<file path="src/rtl/stopwatch_core.sv">
// rtl/stopwatch_core.sv - centisecond stopwatch: prescaler, BCD time register, lap latch and control FSM
module stopwatch_core #(
    parameter int BOARD_CLOCK_FREQUENCY_IN_HZ = 100_000_000,
    parameter int TICK_RATE_IN_HZ             = 100
) (
    input  logic        clk,
    input  logic        rst,
    input  logic        btn_start_stop,
    input  logic        btn_clear,
    input  logic        btn_lap,
    output logic [15:0] number,
    output logic        running,
    output logic        overflow,
    output logic        lap_active
);
    localparam int CYCLES_PER_TICK = BOARD_CLOCK_FREQUENCY_IN_HZ / TICK_RATE_IN_HZ;
    localparam int PW = (CYCLES_PER_TICK > 2) ? $clog2(CYCLES_PER_TICK) : 1;
    localparam logic [PW-1:0] PRESC_LAST = PW'(CYCLES_PER_TICK - 1);

    localparam logic [1:0] ST_IDLE     = 2'd0;
    localparam logic [1:0] ST_RUNNING  = 2'd1;
    localparam logic [1:0] ST_PAUSED   = 2'd2;
    localparam logic [1:0] ST_OVERFLOW = 2'd3;

    logic [1:0]    state;
    logic [PW-1:0] presc;
    logic [15:0]   time_q;
    logic [15:0]   latch_q;
    logic [15:0]   time_inc;
    logic          lap_q;
    logic          prev_ss, prev_clear, prev_lap;
    logic          press_ss, press_clear, press_lap;
    logic          tick, at_max;

    assign press_ss    = btn_start_stop & ~prev_ss;
    assign press_clear = btn_clear & ~prev_clear;
    assign press_lap   = btn_lap & ~prev_lap;

    assign tick   = (state == ST_RUNNING) && (presc == PRESC_LAST);
    assign at_max = (time_q == 16'h9999);

    // Ripple BCD increment: each digit rolls 9->0 and carries into the next.
    always_comb begin
        logic       carry;
        logic [3:0] digit;
        time_inc = time_q;
        carry    = 1'b1;
        for (int i = 0; i < 4; i++) begin
            digit = time_q[i*4 +: 4];
            if (carry) begin
                if (digit == 4'd9) begin
                    time_inc[i*4 +: 4] = 4'd0;
                end else begin
                    time_inc[i*4 +: 4] = digit + 4'd1;
                    carry = 1'b0;
                end
            end
        end
    end

    always_ff @(posedge clk or posedge rst) begin
        if (rst) begin
            prev_ss    <= 1'b0;
            prev_clear <= 1'b0;
            prev_lap   <= 1'b0;
        end else begin
            prev_ss    <= btn_start_stop;
            prev_clear <= btn_clear;
            prev_lap   <= btn_lap;
        end
    end

    always_ff @(posedge clk or posedge rst) begin
        if (rst) begin
            state   <= ST_IDLE;
            presc   <= '0;
            time_q  <= 16'h0000;
            latch_q <= 16'h0000;
            lap_q   <= 1'b0;
        end else if (press_clear) begin
            state   <= ST_IDLE;
            presc   <= '0;
            time_q  <= 16'h0000;
            latch_q <= 16'h0000;
            lap_q   <= 1'b0;
        end else begin
            case (state)
                ST_IDLE: begin
                    presc <= '0;
                    if (press_ss) state <= ST_RUNNING;
                end
                ST_RUNNING: begin
                    presc <= tick ? '0 : presc + 1'b1;
                    if (tick && !at_max) time_q <= time_inc;
                    if (press_ss) begin
                        state <= ST_PAUSED;
                    end else if (press_lap) begin
                        // Latch sees the pre-increment value when a tick coincides.
                        lap_q <= ~lap_q;
                        if (!lap_q) latch_q <= time_q;
                    end else if (tick && at_max) begin
                        state <= ST_OVERFLOW;
                    end
                end
                ST_PAUSED: begin
                    if (press_ss) state <= ST_RUNNING;
                    else if (press_lap) lap_q <= 1'b0;
                end
                default: begin
                    presc <= '0;
                end
            endcase
        end
    end

    assign number     = lap_q ? latch_q : time_q;
    assign running    = (state == ST_RUNNING);
    assign overflow   = (state == ST_OVERFLOW);
    assign lap_active = lap_q;
endmodule

</file>
<file path="config.mk">
export PLATFORM = sky130hd
export DESIGN_NAME = stopwatch_core
export DESIGN_NICKNAME = d
export VERILOG_FILES = /design/src/rtl/stopwatch_core.sv
export SDC_FILE = /design/constraint.sdc
export NUM_CORES = 1
export LEC_CHECK = 0
export CAP_MARGIN = 20
export CORE_ASPECT_RATIO = 1.2
export CORE_MARGIN = 2
export CORE_UTILIZATION = 55
export CTS_CLUSTER_DIAMETER = 30
export DETAILED_ROUTE_END_ITERATION = 8
export GPL_TIMING_DRIVEN = 0
export HOLD_SLACK_MARGIN = 0.15
export PLACE_DENSITY = 0.76
export SYNTH_ARGS = -nofsm -noshare
export SYNTH_HDL_FRONTEND = slang
export SYNTH_SLANG_ARGS = --single-unit
</file>
<file path="constraint.sdc">
create_clock -name clk -period 3.5 [get_ports clk]
set_input_delay 0.7 -clock clk [delete_from_list [all_inputs] [get_ports clk]]
set_output_delay 0.7 -clock clk [all_outputs]
set_load 0.05 [all_outputs]
</file>
Met1 routing:
The bar under the picture is 20 µm long. Cells faint in the background.
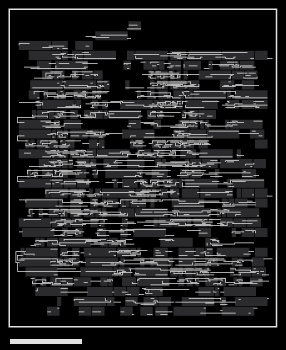
longest straight run = 24.8 µm
share of all routed wire = 45%
nets with wire on the layer = 341
drt total wl: 6590 µm
grt met1 use: 0.279
via count: 2550

Met2 routing:
Cells faint in the background.
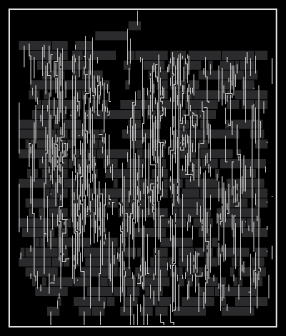
wire length on this layer = 3350 µm
nets with wire on the layer = 319
share of all routed wire = 51%
longest straight run = 50.5 µm
main direction = vertical

==> ci_impl_report.md <==
### Flow metrics

| Metric | Value |
|---|---|
| Clk pwr share | `0.368` |
| Tool warnings | `30` |
| Flop pwr share | `0.484` |
| Clock buffer depth | `2` |
| VDD IR max | `0.000299 V` |
| DR pass1 iterations | `4` |
| Largest cells by area after synthesis | `dfrtp_1 (46%), mux2i_1 (5.7%), mux2_2 (5.3%), nor2_1 (4.8%), ha_1 (3.5%)` |
| Yosys chip area | `3180 µm²` |
| I/O Buffers | `23` |
| Kind of critical path | `flop to primary output` |
| Post-Syn Nets | `around 340` |
| Delay-heaviest family, CP | `buffers and inverters` |
| Flops after synth | `a little under 60` |
| Final setup violation count | `0` |
| Met3 GRT Util | `0.0405` |
| Initial antenna violation count | `0` |
| Critical path arrival | `roughly 2400 ps` |
| Area delta synth->final | `15.4%` |
| Cell count after synthesis | `around 330` |
| Max incr delay on CP | `around 700 ps` |
| Layout Nets | `approximately 380` |
| GP Congestion | `about 0.84` |
| Most numerous logic cells after layout | `dfrtp_1 (58), nor2_1 (41), nand2_1 (26)` |
| Max-Slew Margin vs Limit | `0.324` |
| Total die area | `between 6000 and 7000 µm²` |
| Max-cap violations | `0` |
| Hold_buf cts | `0` |
| Iter 0 DRT Violations | `approximately 130` |
| Status | `finished clean` |
| CP cell instances | `buf_1 -> mux2_2 -> clkdlybuf4s50_1` |
| Post-synth EDFFs | `0` |
| Total net switching power | `around 0.40 mW` |
| Cell Type Count | `46` |
| Setup TNS | `0 ps` |
| Leading power group | `registers` |
| DP Wirelength | `4790 µm` |
| Width of the die | `around 73 µm` |
| GRT Util Overall | `0.233` |
| Top Usage Layer GRT | `met2` |
| Final Power | `between 1 and 1.5 mW` |
| Metal3 WL | `around 170 µm` |
| Crit path DRT | `2800 ps` |
| Layout cells sized above 1 | `0.0877` |
| WL/cell | `around 15 µm` |
| Post-cts resize count | `0` |
| Avg Cell Area, Syn | `between 9 and 10 µm²` |
| Seq/Total Area, Yosys | `0.456` |
| Power density cells | `394 nW/µm²` |
| Clock-pin slew of the registers on the worst-case setup and hold paths | `roughly 60 ps` |
| Period Utilization, post-route | `0.894` |
| Core footprint | `between 5000 and 6000 µm²` |
| Power Internal | `~1.0 mW` |
| Clk. pwr | `between 0.5 and 0.6 mW` |
| Site Rows | `30` |
| Fmax | `0.320 GHz` |
| CTS tree | `done` |
| Worst-path fanout max | `10` |
| Met2 Resource Use GR | `0.397` |
| Ys Warns | `0` |
| Cell area after synthesis | `~3200 µm²` |
| Routed wl met2 | `between 3000 and 4000 µm` |
| Comb power frac | `0.148` |
| Clock sink count | `about 58` |
| Hold Vio Cnt, Final | `0` |
| Largest net degree at the start of global routing | `between 40 and 50` |
| Num CTS Buffers | `9` |
| Worst Skew | `8.81 ps` |
| Critical-path top delay cell | `clkdlybuf4s50_1` |
| Fin crit period | `~3100 ps` |
| Area leader, netlist | `dfrtp_1` |
| Post-route ant nets | `0` |
| Ys cells | `328` |
| Vias per inst | `a little under 6` |
M3 wires:
The bar under the picture is 20 µm long. Cells faint in the background.
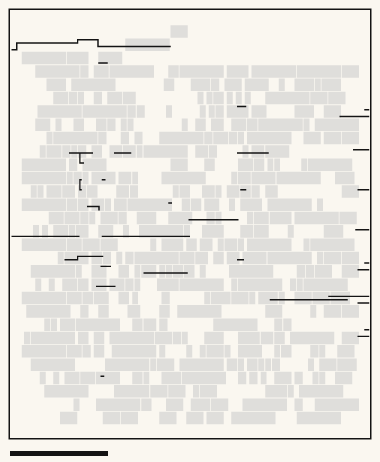
share of all routed wire = 2.6%
nets with wire on the layer = 23
main direction = horizontal
longest straight run = 17.7 µm
wire length on this layer = 173 µm

[logic make-up after synthesis]
family / after synthesis / share of synthesized area
mux: 33 / 0.110
compound gates: 42 / 0.0849
flops: 58 / 0.456
fa+ha+maj: 9 / 0.0354
buf+inv: 24 / 0.0287
simple gates: 149 / 0.250
xor+xnor: 13 / 0.0358
[final cells by class]
class	instances	area [µm²]	area share
Inverter	9	33.8	0.00920
Multi-Input combinational cell	246	1640	0.447
Sequential cell	58	1450	0.395
Timing Repair Buffer	24	250	0.0681
Clock buffer	13	159	0.0433
Tap cell	64	80.1	0.0218
Buffer	15	57.6	0.0157
[metrics by stage]
step / utilization / hold slack, ps / worst slack, ps / area (µm²) / std cells
after floorplan: - / 473 / 795 / 3180 / 328
after global placement: 0.620 / 495 / 129 / 3490 / 415
after detailed placement: 0.624 / 506 / 77.0 / 3510 / 416
after CTS: 0.652 / 516 / 352 / 3670 / 429
after global routing: 0.652 / 539 / 245 / 3670 / 429
final: 0.652 / 517 / 373 / 3670 / 429
[worst reg2reg max path: cells and delay by family, from the launching register on]
family                 cells  cell delay (ps)
AND/OR/NAND/NOR            4             1810
AND-OR/OR-AND              1              150
flip-flops                 1              430
buffers and inverters      1              180
[worst paths after layout]
kind                            start         end  slack (ps)  cells past startpoint
setup / recovery           lap_active  number[12]         370                      3
hold / removal             latch_q[8]  latch_q[8]         520                      2
setup reg to reg             presc[8]   time_q[2]         860                      6
hold reg to reg            latch_q[8]  latch_q[8]         520                      2
max in group asynchronous         rst  time_q[12]        2310                      3
min in group asynchronous         rst   presc[15]         660                      2
[sequential cells by signal, indices dropped and copies added, names as in the netlist]
| register | flops |
|---|---|
| prev_lap | 1 |
| state | 2 |
| prev_ss | 1 |
| lap_active | 1 |
| latch_q | 16 |
| time_q | 16 |
| presc | 20 |
| prev_clear | 1 |
No activity file was given, so power comes from the tool's default toggle rates.
